[src/rtl/memory_unit.sv]
// Single-port synchronous memory with a streaming boot loader.
// The loader fills the array while the CPU is held in reset; the CPU is then released and served with one-cycle reads.
module memory_unit #(
  parameter int ADDR_WIDTH = 6,
  parameter int DATA_WIDTH = 16
) (
  input  logic                  clk,
  input  logic                  rst_n,
  input  logic                  we,
  input  logic [ADDR_WIDTH-1:0] addr,
  input  logic [DATA_WIDTH-1:0] data,
  output logic [DATA_WIDTH-1:0] out,
  input  logic                  ld_valid,
  input  logic [DATA_WIDTH-1:0] ld_data,
  input  logic                  ld_last,
  output logic                  ld_ready,
  output logic                  cpu_rst_n,
  output logic                  load_done,
  output logic [ADDR_WIDTH:0]   load_cnt
);

  localparam int DEPTH = 1 << ADDR_WIDTH;
  localparam logic [ADDR_WIDTH:0] LAST_PTR = {1'b0, {ADDR_WIDTH{1'b1}}};
  localparam logic [ADDR_WIDTH:0] PTR_ONE  = {{ADDR_WIDTH{1'b0}}, 1'b1};

  typedef enum logic [0:0] {
    LOAD = 1'b0,
    RUN  = 1'b1
  } state_t;

  state_t                state_r;
  logic [ADDR_WIDTH:0]   ptr_r;
  logic [DATA_WIDTH-1:0] out_r;
  logic                  ld_ready_r;
  logic                  cpu_rst_n_r;
  logic                  load_done_r;
  logic [DATA_WIDTH-1:0] mem_r [DEPTH];

  logic                  xfer_s;
  logic                  exit_s;
  logic                  wr_en_s;
  logic [ADDR_WIDTH-1:0] wr_addr_s;
  logic [DATA_WIDTH-1:0] wr_data_s;

  // A load ends on ld_last or on the word that fills the last address, whichever comes first.
  assign xfer_s = (state_r == LOAD) && ld_valid && ld_ready_r;
  assign exit_s = xfer_s && (ld_last || (ptr_r == LAST_PTR));

  // Single write port shared by the loader (LOAD) and the CPU (RUN).
  always_comb begin
    wr_en_s   = 1'b0;
    wr_addr_s = {ADDR_WIDTH{1'b0}};
    wr_data_s = {DATA_WIDTH{1'b0}};
    case (state_r)
      LOAD: begin
        if (xfer_s) begin
          wr_en_s   = 1'b1;
          wr_addr_s = ptr_r[ADDR_WIDTH-1:0];
          wr_data_s = ld_data;
        end else begin
          wr_en_s   = 1'b0;
        end
      end
      RUN: begin
        if (we) begin
          wr_en_s   = 1'b1;
          wr_addr_s = addr;
          wr_data_s = data;
        end else begin
          wr_en_s   = 1'b0;
        end
      end
      default: wr_en_s = 1'b0;
    endcase
  end

  // Storage array; deliberately not reset so contents survive a mid-run reset.
  always_ff @(posedge clk) begin
    if (wr_en_s) begin
      mem_r[wr_addr_s] <= wr_data_s;
    end
  end

  // Load/run sequencer with registered handshake, CPU reset and read data.
  always_ff @(posedge clk or negedge rst_n) begin
    if (!rst_n) begin
      state_r     <= LOAD;
      ptr_r       <= {(ADDR_WIDTH + 1){1'b0}};
      out_r       <= {DATA_WIDTH{1'b0}};
      ld_ready_r  <= 1'b0;
      cpu_rst_n_r <= 1'b0;
      load_done_r <= 1'b0;
    end else begin
      case (state_r)
        LOAD: begin
          out_r       <= {DATA_WIDTH{1'b0}};
          cpu_rst_n_r <= 1'b0;
          if (exit_s) begin
            state_r     <= RUN;
            ptr_r       <= ptr_r + PTR_ONE;
            ld_ready_r  <= 1'b0;
            load_done_r <= 1'b1;
          end else if (xfer_s) begin
            ptr_r       <= ptr_r + PTR_ONE;
            ld_ready_r  <= 1'b1;
          end else begin
            ld_ready_r  <= 1'b1;
          end
        end
        RUN: begin
          // Read-first: the array update for this edge is not yet visible here.
          out_r       <= mem_r[addr];
          ld_ready_r  <= 1'b0;
          cpu_rst_n_r <= 1'b1;
          load_done_r <= 1'b1;
        end
        default: begin
          state_r     <= LOAD;
          ld_ready_r  <= 1'b0;
          cpu_rst_n_r <= 1'b0;
        end
      endcase
    end
  end

  assign out       = out_r;
  assign ld_ready  = ld_ready_r;
  assign cpu_rst_n = cpu_rst_n_r;
  assign load_done = load_done_r;
  assign load_cnt  = ptr_r;

endmodule

[config.mk]
export PLATFORM = sky130hd
export DESIGN_NAME = memory_unit
export DESIGN_NICKNAME = d
export VERILOG_FILES = /design/src/rtl/memory_unit.sv
export SDC_FILE = /design/constraint.sdc
export NUM_CORES = 1
export LEC_CHECK = 0
export CORE_ASPECT_RATIO = 0.5
export CORE_MARGIN = 4
export CORE_UTILIZATION = 30
export CTS_BUF_LIST = sky130_fd_sc_hd__clkbuf_8
export DETAILED_ROUTE_END_ITERATION = 7
export GPL_ROUTABILITY_DRIVEN = 0
export PLACE_DENSITY_LB_ADDON = 0.05
export SKIP_CTS_REPAIR_TIMING = 1
export SYNTH_ARGS = -nofsm -noshare
export SYNTH_HDL_FRONTEND = slang
export SYNTH_SLANG_ARGS = --single-unit
export TNS_END_PERCENT = 5
[constraint.sdc]
create_clock -name clk -period 4.12 [get_ports clk]
set_input_delay 0.412 -clock clk [delete_from_list [all_inputs] [get_ports clk]]
set_output_delay 0.412 -clock clk [all_outputs]
set_load 0.02 [all_outputs]
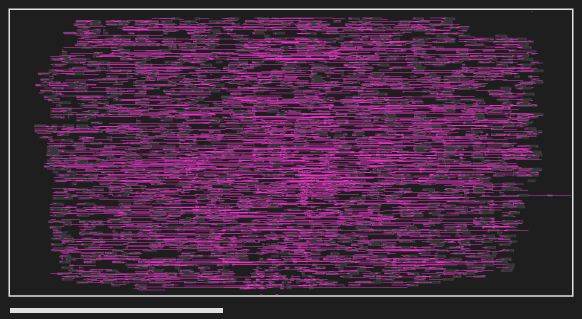
met1.png
Scale bar: 200 um.
The layer carries 61.7 mm of wire. The layer holds 49% of the routed length. 2116 nets have wire on it.

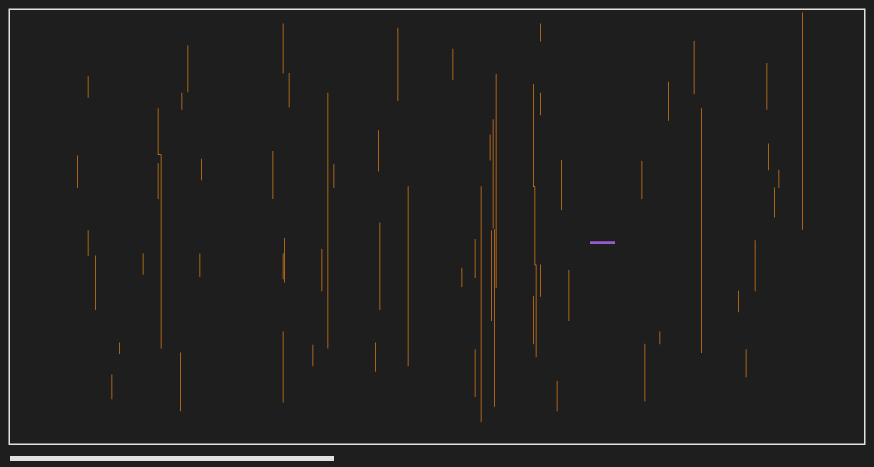
metal_stack.png
Scale bar: 200 um. Only two layers are drawn.
met4: shown in orange, wire length 2500 um. met5: shown in purple, wire length 13.8 um.

==> out/results.txt <==
status: complete, no violations
Power Density: 468 nW/um^2
Tmin final: 2.98 ns
post-synth top area cell: edfxtp_1
Post-route DRC: 0
area share, top type: 75.9%
CP startpoint kind: flop
Slew @ Worst Pin: 1.02 ns
hold path start: addr[4]
worst-path fanout max: 31
WP data required: 4.75 ns
DRT iter0 DRCs: 1998
post-synthesis net count: 1856
Die ar.: 141000 um^2
Main synth FF type: edfxtp_1
Via density: 4.94
Synth async-reset ratio: 2.57%
max-slew violation count: 0
Critical Path Max Stage Delay: 0.81 ns
Yosys chip area: 40500 um^2
Sink Count: 1051
synthesized area: 40500 um^2
Core ar.: 134000 um^2
R2R setup slack: 1.14 ns
Pleak: 0.0154 uW
worst r2r dst: mem_r[56][6]$_DFFE_PP_
final tally of setup violations: 0
ys flops: 1051
Worst EP arrival: 3.61 ns
Die W: 528 um
proportion of layout cells with a drive suffix above 1: 31.4%
Setup Skew: 0.0370 ns
root buf cell: clkbuf_8
CTS tree: done
vias in the first global route: 20670
crit path kind: flop to flop
overall power: 22200 uW
cells after synthesis: 1812
most numerous logic cell after layout: edfxtp_1
CTS buffer count: 162
GRT Total Usage: 17.8%
clock tree buffer depth: 3
CP Cell Sequence: and3b_1 -> buf_4 -> a22o_2 -> buf_4
Area Overhead vs Synth: 17.3%
Cell Type Count: 51
row count: 95
Port Buffers: 68
most frequent cells in the layout: 1024 x edfxtp_1, 245 x mux4_2, 179 x clkbuf_8
Latency at later pin: 0.85 ns
Fin. Hold Viols: 0
nets: 2160
cells in synth_stat.txt: 1812
top cells by area: edfxtp_1 76%, mux4_2 14%, mux2i_1 2.0%
HPWL after DPL: 76.8 mm
DRT Pass-1 Iters: 7
Post-synth EDFFs: 1024
CP max stage cell: a22o_2
Crit. End Element: flop
Worst-path clk slew: 0.06 ns
CTS HTree Levels: 4
Post-Route WL: 126 mm
Min-Delay Path Class: primary input to flop
Top cell by count, worst path: buf_4
Reg2Reg Depth: 4
Detail Route Antenna Nets: 0
worst r2r src: state_r$_DFF_PN0_
mean post-synth cell area: 22.4 um^2
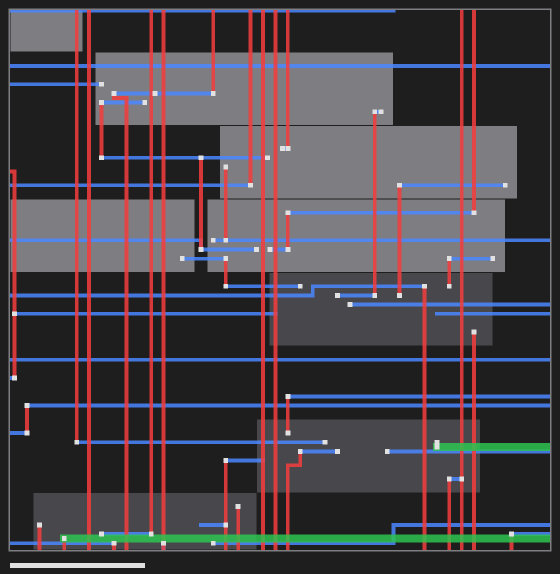
zoom.png
Scale bar: 5 um. Region (386, 191) to (406, 211) um. Cells in gray, sequential cells in the stronger gray; small squares are vias.
met2: shown in red. met1: shown in blue. met3: shown in green.
Netlist names of flops here include `mem_r` (4). Most frequent: edfxtp_1 (4), mux4_2 (3). Sequential cells in the window: 4. 7 logic cells have their middle in the window.

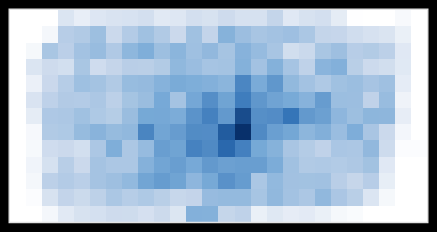
wire_density.png
26 x 13 tiles, from white (low) to dark blue (high), scaled to the fullest tile. Values are wire area over tile area, all layers added.
15% of the tiles are over half the peak. The fullest tile reaches 0.44. The densest ninth of the die: center.

-- logic make-up after synthesis --
family / after synthesis / synth area share, %
AOI/OAI and AO/OA: 168 / 2.93
and+or+nand+nor: 152 / 1.71
xor gates and xnor gates: 6 / 0.130
adders and majority gates: 1 / 0.0309
DFF: 1051 / 77.5
muxes: 333 / 16.1
buffers and inverters: 101 / 1.57
-- final cells by class --
cell class | instances | area (um^2)
Multi-Input combinational cell | 660 | 8650
Clock buffer | 178 | 2450
Tap cell | 1794 | 2240
Inverter | 4 | 15.0
Timing Repair Buffer | 237 | 2210
Fill cell | 12360 | 86700
Antenna cell | 5 | 12.5
Sequential cell | 1051 | 31400
Clock inverter | 113 | 537
-- where the power goes --
part           internal [uW]  total [uW]  switching [uW]
Combinational            627        1840            1210
Sequential             12000       12100             101
Clock                   4090        8280            4190
Total                  16700       22200            5500
-- how the worst max path moves through the flow --
stage	from	to	slack, ns	cells past startpoint
after global routing	state_r$_DFF_PN0_	mem_r[44][4]$_DFFE_PP_	0.99	7
after detailed placement	addr[0]	out[5]$_DFF_PN0_	0.77	6
after global placement	addr[0]	out[5]$_DFF_PN0_	0.76	6
after floorplan	addr[1]	mem_r[0][0]$_DFFE_PP_	1.17	9
final	state_r$_DFF_PN0_	mem_r[56][6]$_DFFE_PP_	1.14	4
after CTS	state_r$_DFF_PN0_	mem_r[56][6]$_DFFE_PP_	1.16	4
-- synthesized netlist by cell type, types with 15 or more instances --
cell type     n
a22o_1       29
o22ai_1      36
clkbuf_1     30
nand2_1      32
a21oi_1      22
nand2b_1     15
a211oi_1     30
buf_6        18
mux2i_1      80
dfrtp_1      27
nor2_1       73
edfxtp_1   1024
mux4_2      245
a22oi_1      23
buf_2        26
-- layer usage --
layer,part of all wire [%],vias to the layer above,GRT usage [%]
met1,49,10965,27.0
met4,2.0,2,4.91
met3,4.3,163,2.81
met2,45,519,26.8
li1,-,8329,-
met5,0.010,-,0
-- critical path, delay by kind of cell (launching register included) --
family / cells / cell delay (ns)
DFF: 1 / 0.50
AOI/OAI and AO/OA: 1 / 0.81
and+or+nand+nor: 1 / 0.59
buffers and inverters: 2 / 0.76
-- registers in the layout (all words and copies together), names as in the netlist --
signal and count:
mem_r 1024, out 16, load_cnt 7, cpu_rst_n 1, ld_ready 1, load_done 1
state_r 1
-- metrics by stage --
step	util [%]	instances	hold slack, ns	cell area [um^2]	setup slack [ns]
floorplan	-	1812	0.116	40500	1.17
global placement	33.2	3745	0.460	44500	0.757
global route	35.4	4039	0.196	47500	0.989
CTS	35.4	4036	-0.109	47500	1.16
finish	35.4	4042	0.238	47500	1.14
detailed placement	33.2	3745	0.469	44500	0.775
Power is estimated from default activity; no workload was simulated.
